Fig. 1: run 1, the metal 1 layer
Supply wires on this layer in gray.
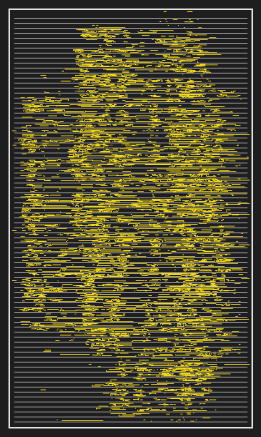
Fig. 2: run 1, wiring by layer
Two of the layers only.
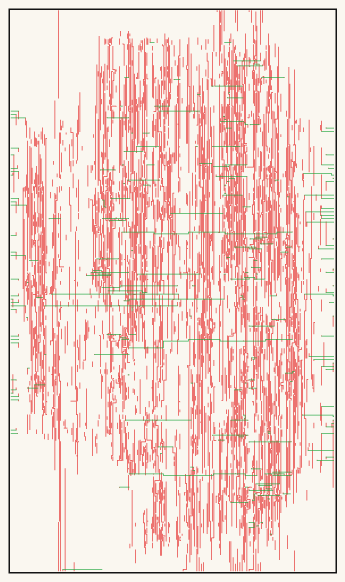
Fig. 3: run 1, the metal 4 layer
Supply wires on this layer in gray.
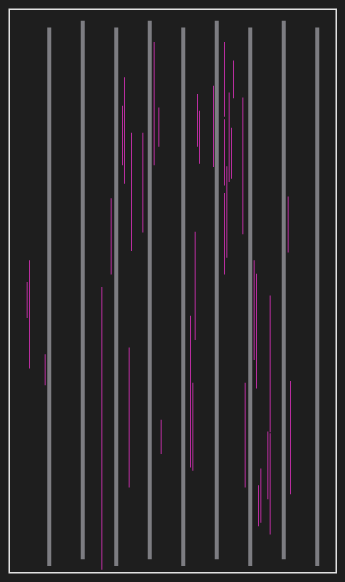
### src/rtl/div_unit.sv
// div_unit: iterative 32-bit integer divider for RV32M DIV/DIVU/REM/REMU.
//
// Sits in the execute stage. A request is accepted when Start_i=1 while the
// unit is idle and not being flushed. Normal operations run a restoring
// shift-subtract for 32 cycles, followed by one sign-fix cycle and one done
// cycle. Divide-by-zero and signed overflow skip straight to done.
//
// Ports:
//   Clk_i       rising-edge clock
//   Rst_ni      asynchronous active-low reset
//   Start_i     request (accepted only when idle and Flush_i=0)
//   OperandA_i  dividend, sampled on acceptance
//   OperandB_i  divisor, sampled on acceptance
//   DivOp_i     00=DIV 01=DIVU 10=REM 11=REMU, sampled on acceptance
//   Flush_i     abort the operation in flight
//   Busy_o      high whenever the unit is not idle
//   Done_o      one-cycle pulse, Result_o valid in the same cycle
//   Result_o    quotient or remainder, held until the next result
module div_unit (
    input  logic        Clk_i,
    input  logic        Rst_ni,
    input  logic        Start_i,
    input  logic [31:0] OperandA_i,
    input  logic [31:0] OperandB_i,
    input  logic [1:0]  DivOp_i,
    input  logic        Flush_i,
    output logic        Busy_o,
    output logic        Done_o,
    output logic [31:0] Result_o
);

    localparam logic [1:0] S_IDLE = 2'd0;
    localparam logic [1:0] S_CALC = 2'd1;
    localparam logic [1:0] S_FIX  = 2'd2;
    localparam logic [1:0] S_DONE = 2'd3;

    logic [1:0]  state_q,  state_d;
    logic [4:0]  cnt_q,    cnt_d;
    logic [1:0]  op_q,     op_d;
    logic        sign_a_q, sign_a_d;
    logic        sign_b_q, sign_b_d;
    logic [31:0] quo_q,    quo_d;     // dividend shifts out, quotient shifts in
    logic [31:0] dvs_q,    dvs_d;
    logic [31:0] rem_q,    rem_d;
    logic [31:0] result_q, result_d;

    logic        in_signed;
    logic [31:0] abs_a;
    logic [31:0] abs_b;
    logic        in_overflow;
    logic [32:0] rem_shift;
    logic [32:0] diff;
    logic [31:0] quo_fix;
    logic [31:0] rem_fix;

    always_comb begin
        state_d  = state_q;
        cnt_d    = cnt_q;
        op_d     = op_q;
        sign_a_d = sign_a_q;
        sign_b_d = sign_b_q;
        quo_d    = quo_q;
        dvs_d    = dvs_q;
        rem_d    = rem_q;
        result_d = result_q;

        // Operand decode at acceptance. Negating 0x80000000 yields 0x80000000,
        // which is the correct magnitude when read as unsigned.
        in_signed   = ~DivOp_i[0];
        abs_a       = (in_signed && OperandA_i[31]) ? -OperandA_i : OperandA_i;
        abs_b       = (in_signed && OperandB_i[31]) ? -OperandB_i : OperandB_i;
        in_overflow = in_signed && (OperandA_i == 32'h8000_0000) &&
                      (OperandB_i == 32'hFFFF_FFFF);

        // One restoring step: the partial remainder never exceeds the divisor,
        // so 33 bits are enough to hold the shifted value and the borrow.
        rem_shift = {rem_q, quo_q[31]};
        diff      = rem_shift - {1'b0, dvs_q};

        // Sign correction: quotient sign is signA^signB, remainder follows A.
        quo_fix = (~op_q[0] && (sign_a_q ^ sign_b_q)) ? -quo_q : quo_q;
        rem_fix = (~op_q[0] && sign_a_q) ? -rem_q : rem_q;

        case (state_q)
            S_IDLE: begin
                if (Start_i && !Flush_i) begin
                    op_d     = DivOp_i;
                    sign_a_d = OperandA_i[31];
                    sign_b_d = OperandB_i[31];
                    cnt_d    = 5'd0;
                    if (OperandB_i == 32'd0) begin
                        result_d = DivOp_i[1] ? OperandA_i : 32'hFFFF_FFFF;
                        state_d  = S_DONE;
                    end else if (in_overflow) begin
                        result_d = DivOp_i[1] ? 32'd0 : 32'h8000_0000;
                        state_d  = S_DONE;
                    end else begin
                        quo_d   = abs_a;
                        dvs_d   = abs_b;
                        rem_d   = 32'd0;
                        state_d = S_CALC;
                    end
                end
            end
            S_CALC: begin
                if (!diff[32]) begin
                    rem_d = diff[31:0];
                    quo_d = {quo_q[30:0], 1'b1};
                end else begin
                    rem_d = rem_shift[31:0];
                    quo_d = {quo_q[30:0], 1'b0};
                end
                cnt_d = cnt_q + 5'd1;
                if (cnt_q == 5'd31) begin
                    state_d = S_FIX;
                end
            end
            S_FIX: begin
                result_d = op_q[1] ? rem_fix : quo_fix;
                state_d  = S_DONE;
            end
            default: begin
                state_d = S_IDLE;
            end
        endcase

        // A flush abandons the operation and must not disturb the last result.
        if (Flush_i && (state_q != S_IDLE)) begin
            state_d  = S_IDLE;
            result_d = result_q;
        end
    end

    always_ff @(posedge Clk_i or negedge Rst_ni) begin
        if (!Rst_ni) begin
            state_q  <= S_IDLE;
            cnt_q    <= 5'd0;
            op_q     <= 2'd0;
            sign_a_q <= 1'b0;
            sign_b_q <= 1'b0;
            quo_q    <= 32'd0;
            dvs_q    <= 32'd0;
            rem_q    <= 32'd0;
            result_q <= 32'd0;
        end else begin
            state_q  <= state_d;
            cnt_q    <= cnt_d;
            op_q     <= op_d;
            sign_a_q <= sign_a_d;
            sign_b_q <= sign_b_d;
            quo_q    <= quo_d;
            dvs_q    <= dvs_d;
            rem_q    <= rem_d;
            result_q <= result_d;
        end
    end

    assign Busy_o   = (state_q != S_IDLE);
    assign Done_o   = (state_q == S_DONE);
    assign Result_o = result_q;

endmodule

### config.mk
export PLATFORM = sky130hd
export DESIGN_NAME = div_unit
export DESIGN_NICKNAME = d
export VERILOG_FILES = /design/src/rtl/div_unit.sv
export SDC_FILE = /design/constraint.sdc
export NUM_CORES = 1
export LEC_CHECK = 0
export CAP_MARGIN = 10
export CORE_ASPECT_RATIO = 1.75
export CORE_MARGIN = 2
export CORE_UTILIZATION = 40
export CTS_CLUSTER_DIAMETER = 40
export DETAILED_ROUTE_END_ITERATION = 16
export MAX_ROUTING_LAYER = met4
export PLACE_DENSITY = 0.62
export SYNTH_ARGS = -nofsm -noshare
export SYNTH_HDL_FRONTEND = slang
export SYNTH_SLANG_ARGS = --single-unit
### constraint.sdc
create_clock -name Clk_i -period 8.8 [get_ports Clk_i]
set_input_delay 1.32 -clock Clk_i [delete_from_list [all_inputs] [get_ports Clk_i]]
set_output_delay 1.32 -clock Clk_i [all_outputs]
set_load 0.1 [all_outputs]
==> PnR_summary.wiki, run 1 <==
== Metrics ==
{| class="wikitable"
! Metric !! Value
|-
| Yosys adder share || 0.0488
|-
| Placed Cells || roughly 1900
|-
| Global-route wire length before repair || 55400 µm
|-
| Total count of hold-check failures in the final report || 0
|-
| Maximum number of pins on one net before global-route repair || around 84
|-
| Count of TritonRoute iterations in the first routing pass || 5
|-
| Final setup skew || just under 9 ps
|-
| Clock-pin slew reported for the worst setup and hold paths after clock tree synthesis || 70 ps
|-
| Share of layout cells above drive strength 1 || 0.0481
|-
| Relative max-transition margin || 0.342
|-
| Worst Hold Class || flop to flop
|-
| Multiplexer share || 0.0233
|-
| Clock Latency Late Sink || 450 ps
|-
| Register bit total from synthesis || between 100 and 150
|-
| Status || complete, no violations
|-
| Top achievable clock speed || around 0.19 GHz
|-
| Dominant non-sequential cell family after synthesis || AND-OR/OR-AND gates
|-
| Slew at the pin closest to its max-slew limit || roughly 980 ps
|-
| Max-cap violations || 0
|-
| Number of routed nets with antenna violations || 0
|-
| CTS max path bufs || 2
|-
| Grt ovf || 0
|-
| Routed WL per cell || 18.2 µm
|-
| Predominant post-synthesis flop cell || sky130_fd_sc_hd__dfrtp_1
|-
| Worst supply voltage drop on vdd || between 0.2 and 0.3 mV
|-
| Share of cell area taken by multi-input logic gates || 0.556
|-
| Via/cell ratio || ~5.7
|-
| Number of warning messages in the logs || 30
|-
| Final net count || around 1600
|-
| Final HPWL from detailed placement || 26300 µm
|-
| Synthesized cell area || 11400 µm²
|-
| Average instance area after synthesis || approximately 7.9 µm²
|-
| Cell Count, Final, Fillers Out || 1891
|-
| Number of levels in the clock H-tree || 4
|-
| Post-synthesis instance total || around 1500
|-
| Post-route worst hold slack || 469 ps
|-
| Clock tree root driver cell || sky130_fd_sc_hd__clkbuf_16
|-
| Fill cell total of the finished layout || about 2800
|-
| Synthesis-to-finish area growth || 15.6%
|-
| Cell taking the most area after synthesis || sky130_fd_sc_hd__dfrtp_1
|-
| Int Power || around 0.0021 W
|-
| Endpoint kind of the worst setup timing path || flop
|-
| Number of library cell types mapped by synthesis || around 80
|-
| Share of power burned in the clock network || 0.160
|-
| Most frequent logic cells in the routed design || sky130_fd_sc_hd__nand2_1 (170), sky130_fd_sc_hd__a21oi_1 (140), sky130_fd_sc_hd__dfrtp_1 (139), sky130_fd_sc_hd__o21ai_0 (128), sky130_fd_sc_hd__nor2_1 (116)
|-
| Count of flip-flops with a built-in enable after synthesis || 0
|-
| Fraction of the mapped netlist area in compound gates || 0.257
|-
| Final antenna diode count || 0
|-
| Total net switching power || 0.00224 W
|-
| Footprint of the multi-input gates || 7340 µm²
|-
| Number of global-route vias before repair || 10600
|-
| Yosys xor share || 0.105
|-
| Total global-route track usage || 0.239
|-
| Non-clock buffer share || 0.0849
|-
| Non-clock buffer count in the final layout || 115
|-
| Relative contribution of sequential cells to total power || 0.249
|-
| I/O pins || 104
|-
| Cell Rows || 81
|-
| Arrival @ worst endpoint || roughly 5700 ps
|-
| Slack of the critical path || 3400 ps
|-
| Crit Path Max Fanout || around 66
|-
| Number of buffers added on ports || slightly above 100
|-
| Cts bufs inserted || 17
|-
| Ratio of final minimum period to clock period || 0.614
|-
| Setup fix buffers added after clock tree synthesis || 0
|-
| Register Area || between 3000 and 4000 µm²
|-
| Leading cell types by total area after synthesis || sky130_fd_sc_hd__dfrtp_1 (30%), sky130_fd_sc_hd__a21oi_1 (6.1%), sky130_fd_sc_hd__xor2_1 (5.7%)
|-
| Non-CTS inverters || around 67
|-
| Core outline area || about 28000 µm²
|-
| Iteration-0 DRC count of the detailed router || around 900
|-
| Most frequent standard cell in the layout excluding fill and tap cells || sky130_fd_sc_hd__nand2_1
|-
| Launching element type of the critical path || input port
|-
| Residual DRC || 0
|-
| Net count of the mapped netlist || around 1600
|-
| # Taps || roughly 370
|-
| Part of the power in combinational logic || 0.591
|-
| Cell class with the largest area share || multi-input combinational cells
|-
| Async set-or-reset flop fraction in the synthesized netlist || 1.00
|-
| Hold buffer count at CTS || 0
|-
| Number of sinks handled by clock tree synthesis || approximately 140
|-
| Share of the core filled by cells before placement || 0.407
|-
| Number of flip-flops and latches || between 100 and 150
|-
| Weighted congestion at the end of routability-driven global placement || ~0.90
|-
| Die area || roughly 30000 µm²
|-
| Floorplan die height || 228 µm
|-
| Final Instance Area || between 10000 and 15000 µm²
|-
| Switching part of the total power || 0.520
|-
| Width of the die || around 130 µm
|-
| Final Setup Violations || 0
|-
| Yosys cell count || 1453
|-
| CTS tree || yes
|-
| Total design power || 0.00431 W
|-
| Share of the core filled with cells in the final layout || 0.471
|-
| Area figure in the yosys stat output || 11400 µm²
|-
| Setup repair after global routing missed its margin || no
|-
| Pwr dens || about 330 nW/µm²
|-
| Required @ worst endpoint || around 9000 ps
|-
| Yosys warning count || 0
|-
| Leakage power figure || ~5.6 nW
|-
| Count of clock buffers in the final design || 18
|-
| Fraction of area in registers || 0.263
|-
| Number of antenna violations at the first check in global routing || 0
|-
| Time the worst path needs with I/O delays and setup || 5400 ps
|-
| Number of logic gates || between 1000 and 1500
|-
| Total Neg Setup Slack || 0 ps
|-
| Number of resized instances in the post-cts repair step || 0
|-
| Pre-CTS WS || slightly below 3000 ps
|-
| Critical path class || input port to flop
|-
| Simple-Gate Area Share || 0.207
|-
| Post-synthesis sequential area ratio || 0.304
|-
| Layout clock area frac || 0.0419
|-
| Top cell type's share of synthesized area || 0.304
|-
| Placed cell areas || about 13000 µm²
|-
| Total count of max-transition violations in the final report || 0
|}
Back to the opening pictures, Fig. 1:
wire length on this layer	13900 µm
share of all routed wire	40%

Back to the opening pictures, Fig. 2:
color	layer	wire length
green	M3	1340 µm
red	M2	17800 µm

Back to the opening pictures, Fig. 3:
main direction	vertical
share of all routed wire	3.9%
wire length on this layer	1330 µm
total routed wirelength: 34400 µm
total number of vias: 10800

## run 1: final timing paths
kind	from	to	slack, ps	depth (start not counted)
worst min register to register	Result_o[13]	Result_o[13]	470	2
min in group asynchronous	Rst_ni	cnt_q[2]	930	1
worst min-delay path	Result_o[13]	Result_o[13]	470	2
max in group asynchronous	Rst_ni	rem_q[5]	6610	2
worst max register to register	quo_q[31]	rem_q[25]	5030	11
worst max-delay path	OperandA_i[24]	rem_q[26]	3400	11
## run 1: cell usage after synthesis, types with 6 or more instances
master and count:
sky130_fd_sc_hd__o211ai_1 19, sky130_fd_sc_hd__o22ai_1 6, sky130_fd_sc_hd__a31oi_1 24, sky130_fd_sc_hd__o21ai_0 128
sky130_fd_sc_hd__inv_1 67, sky130_fd_sc_hd__a21oi_1 140, sky130_fd_sc_hd__o31ai_1 49, sky130_fd_sc_hd__a22o_1 10
sky130_fd_sc_hd__o21ai_1 10, sky130_fd_sc_hd__nor3_1 29, sky130_fd_sc_hd__or4_1 10, sky130_fd_sc_hd__nand2b_1 15
sky130_fd_sc_hd__clkbuf_1 52, sky130_fd_sc_hd__o41ai_1 11, sky130_fd_sc_hd__xor2_1 74, sky130_fd_sc_hd__or3_1 16
sky130_fd_sc_hd__nor2_1 116, sky130_fd_sc_hd__nand2_1 170, sky130_fd_sc_hd__and2_1 10, sky130_fd_sc_hd__nor2b_1 6
sky130_fd_sc_hd__buf_1 6, sky130_fd_sc_hd__and3_1 7, sky130_fd_sc_hd__ha_1 43, sky130_fd_sc_hd__dfrtp_1 139
sky130_fd_sc_hd__a2bb2oi_1 7, sky130_fd_sc_hd__xnor2_1 63, sky130_fd_sc_hd__nand3_1 37, sky130_fd_sc_hd__nand4_1 17
sky130_fd_sc_hd__mux2i_1 21, sky130_fd_sc_hd__buf_2 19, sky130_fd_sc_hd__nor4_1 13, sky130_fd_sc_hd__o21a_1 6
sky130_fd_sc_hd__a21o_1 16
## run 1: power groups by stage
stage | registers [W] | logic [W] | clock network [W]
global route | 0.00111 | 0.00277 | 0.000732
floorplan | 0.00154 | 0.00147 | 0
detailed placement | 0.00108 | 0.00253 | 0
CTS | 0.00107 | 0.00254 | 0.000701
finish | 0.00108 | 0.00255 | 0.000688
global placement | 0.00108 | 0.00251 | 0
## run 1: sequential cells by signal, indices dropped and copies added (netlist names)
signal    cells
dvs_q        32
rem_q        32
Result_o     32
op_q          2
sign_b_q      1
quo_q        32
sign_a_q      1
state_q       2
cnt_q         5
## run 1: worst max-delay path, stage by stage
cell,delay (ps)
sky130_fd_sc_hd__clkdlybuf4s50_1,550
sky130_fd_sc_hd__or4_1,630
sky130_fd_sc_hd__nor4_1,730
sky130_fd_sc_hd__nand4_1,300
sky130_fd_sc_hd__o211ai_1,240
sky130_fd_sc_hd__buf_4,500
sky130_fd_sc_hd__a21boi_4,270
sky130_fd_sc_hd__buf_4,470
sky130_fd_sc_hd__nor2_1,290
sky130_fd_sc_hd__a32oi_1,250
sky130_fd_sc_hd__o21ai_0,100
## run 1: routing by layer
layer  track usage  vias up  share of wire
met5             -        -              0
met4         0.118        0          0.039
met3        0.0322       82          0.039
met2         0.431      308           0.52
met1         0.259     5081           0.40
li1              -     5369              -
==> run 1 -> run 2 <==
--- a/config.mk
+++ b/config.mk
@@ -12,7 +12,7 @@
 export CTS_CLUSTER_DIAMETER = 40
 export DETAILED_ROUTE_END_ITERATION = 16
 export MAX_ROUTING_LAYER = met4
-export PLACE_DENSITY = 0.62
+export PLACE_DENSITY = 0.64
 export SYNTH_ARGS = -nofsm -noshare
 export SYNTH_HDL_FRONTEND = slang
 export SYNTH_SLANG_ARGS = --single-unit
==> constraint.sdc (replaced) <==
create_clock -name Clk_i -period 4.7 [get_ports Clk_i]
set_input_delay 0.705 -clock Clk_i [delete_from_list [all_inputs] [get_ports Clk_i]]
set_output_delay 0.705 -clock Clk_i [all_outputs]
set_load 0.1 [all_outputs]
==> PnR_summary.wiki, run 2 <==
== Metrics ==
{| class="wikitable"
! Metric !! Value
|-
| Status || complete, no violations
|-
| Via/cell ratio || 5.72
|-
| Grt ovf || 0
|-
| Post-synthesis sequential area ratio || 0.304
|-
| Average instance area after synthesis || 7.87 µm²
|-
| Area figure in the yosys stat output || 11400 µm²
|-
| Worst supply voltage drop on vdd || roughly 0.40 mV
|-
| Cts bufs inserted || 17
|-
| R2R depth || 11
|-
| Ratio of final minimum period to clock period || 0.813
|-
| Width of the die || between 100 and 150 µm
|-
| I/O pins || 104
|-
| Register bit total from synthesis || 139
|-
| Int Power || approximately 0.0042 W
|-
| Residual DRC || 0
|-
| Wire length the detailed router placed on met1 || approximately 14000 µm
|-
| Routed WL per cell || approximately 18 µm
|-
| CTS max path bufs || 2
|-
| Global-route wire length before repair || between 50000 and 60000 µm
|-
| Async set-or-reset flop fraction in the synthesized netlist || 1.00
|-
| Die area || around 30000 µm²
|-
| Most frequent standard cell in the layout excluding fill and tap cells || sky130_fd_sc_hd__nand2_1
|-
| Most frequent logic cells in the routed design || sky130_fd_sc_hd__nand2_1 (170), sky130_fd_sc_hd__a21oi_1 (140), sky130_fd_sc_hd__dfrtp_1 (139), sky130_fd_sc_hd__o21ai_0 (128), sky130_fd_sc_hd__nor2_1 (116)
|-
| Final net count || between 1500 and 2000
|-
| CTS tree || yes
|-
| Number of resized instances in the post-cts repair step || 0
|-
| Yosys cell count || 1453
|-
| Count of flip-flops with a built-in enable after synthesis || 0
|-
| Number of antenna violations at the first check in global routing || 0
|-
| Final HPWL from detailed placement || 26100 µm
|-
| Endpoint kind of the worst setup timing path || flop
|-
| Worst setup endpoint || rem_q[0]
|-
| Iteration-0 DRC count of the detailed router || roughly 800
|-
| Met2 WL post-DR || roughly 18000 µm
|-
| Highest layer used for signal routing || met4
|-
| Arrival @ worst endpoint || 4160 ps
|-
| Hold buffer count at CTS || 0
|-
| Number of routed nets with antenna violations || 0
|-
| Total global-route track usage || 0.241
|-
| Endpoint of the worst-slack reg-to-reg timing path || rem_q[25]
|-
| Pwr dens || ~620 nW/µm²
|-
| Setup repair after global routing missed its margin || no
|-
| Total Neg Setup Slack || 0 ps
|-
| Leading cell types by total area after synthesis || sky130_fd_sc_hd__dfrtp_1 (30%), sky130_fd_sc_hd__a21oi_1 (6.1%), sky130_fd_sc_hd__xor2_1 (5.7%)
|-
| Relative contribution of sequential cells to total power || 0.245
|-
| Launching element type of the critical path || input port
|-
| Share of power burned in the clock network || 0.187
|-
| Count of TritonRoute iterations in the first routing pass || 5
|-
| R2r setup slk || between 1000 and 1500 ps
|-
| Beginning of the critical path || OperandA_i[2]
|-
| Switching part of the total power || 0.502
|-
| Time the worst path needs with I/O delays and setup || between 3000 and 4000 ps
|-
| Max-cap violations || 0
|-
| Yosys warning count || 0
|-
| Number of warning messages in the logs || 30
|-
| Total count of hold-check failures in the final report || 0
|-
| Cell Rows || ~81
|-
| Most common cell in the synthesized netlist || sky130_fd_sc_hd__nand2_1
|-
| Startpoint of the worst register-to-register path || quo_q[31]
|-
| Share of layout cells above drive strength 1 || 0.0556
|-
| Floorplan die height || 228 µm
|-
| Clock-pin slew reported for the worst setup and hold paths after clock tree synthesis || about 60 ps
|-
| Post-synthesis instance total || between 1000 and 1500
|-
| Predominant post-synthesis flop cell || sky130_fd_sc_hd__dfrtp_1
|-
| Weighted congestion at the end of routability-driven global placement || about 0.9
|-
| Total net switching power || 0.00421 W
|}
-- run 2: cell types whose count changed in the layout (fill, tap and decap cells not counted) --
cell	change
sky130_fd_sc_hd__buf_12	+1
sky130_fd_sc_hd__buf_4	+10
sky130_fd_sc_hd__bufinv_16	+5
sky130_fd_sc_hd__clkbuf_1	-1
sky130_fd_sc_hd__clkinv_2	-2
sky130_fd_sc_hd__clkinv_4	-1
sky130_fd_sc_hd__inv_6	-1
-- run 2: power groups by stage --
stage                     Sequential [W]  Combinational [W]  Clock [W]
after floorplan                  0.00289            0.00275          0
after global placement           0.00205            0.00470          0
after detailed placement         0.00207            0.00474          0
after CTS                        0.00205            0.00476    0.00158
after global routing             0.00212            0.00521    0.00163
final                            0.00205            0.00476    0.00157
-- run 2: layer usage --
metal / vias up / GRT usage
met5: - / -
met3: 98 / 0.0313
met1: 5122 / 0.266
met2: 293 / 0.427
met4: 0 / 0.121
li1: 5367 / -
-- run 2: kinds of logic after synthesis --
kind of cell    after synthesis  share of synthesized area
fa+ha+maj                    44                     0.0488
xor+xnor                    137                      0.105
compound gates              474                      0.257
flops                       139                      0.304
simple gates                484                      0.207
buf+inv                     149                     0.0547
mux                          26                     0.0233
-- run 2: worst min-delay path by stage --
stage	startpoint	to	slack, ps	cells after the start
finish	Rst_ni	Result_o[4]	260	1
global route	Rst_ni	cnt_q[4]	310	1
CTS	Rst_ni	cnt_q[4]	290	1
detailed placement	Result_o[13]	Result_o[13]	460	2
global placement	dvs_q[18]	dvs_q[18]	460	2
floorplan	Rst_ni	Result_o[0]	410	0
-- run 2: critical path, cell delays in order --
cell and delay, ps:
sky130_fd_sc_hd__clkdlybuf4s50_1 510, sky130_fd_sc_hd__nor4_1 630, sky130_fd_sc_hd__and4b_1 400, sky130_fd_sc_hd__nand4_1 390, sky130_fd_sc_hd__o211ai_1 420, sky130_fd_sc_hd__a21boi_4 290
sky130_fd_sc_hd__buf_12 350, sky130_fd_sc_hd__nor3_1 90, sky130_fd_sc_hd__a221o_1 330
-- run 2: metrics by stage --
stage          setup WS (ps)   util  instance area [µm²]  cells  hold WS (ps)
4_1_cts                  981  0.478                13400   1902           289
3_5_place_dp             491  0.454                12800   1870           462
5_1_grt                  747  0.478                13400   1902           312
2_1_floorplan           1630      -                11400   1453           409
6_report                 878  0.478                13400   1902           262
3_3_place_gp             579  0.454                12800   1870           464
-- run 2: area by class of cell --
class,instances,area [µm²]
well taps,373,467
fillers,2804,14600
clock buffers,17,425
flip-flops and latches,139,3480
clock inverters,15,248
multi-input cells,1165,7340
repair buffers,126,1220
inverters,67,251
Fig. 4: run 2, the clock network
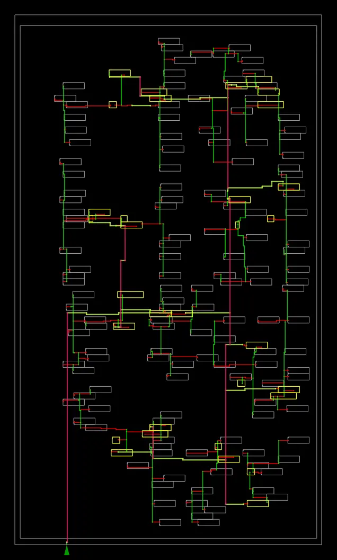
number of sinks handled by clock tree synthesis: 139
final setup skew: 9.46 ps

Power figures rest on the tool's default switching activity, not on a simulated workload.
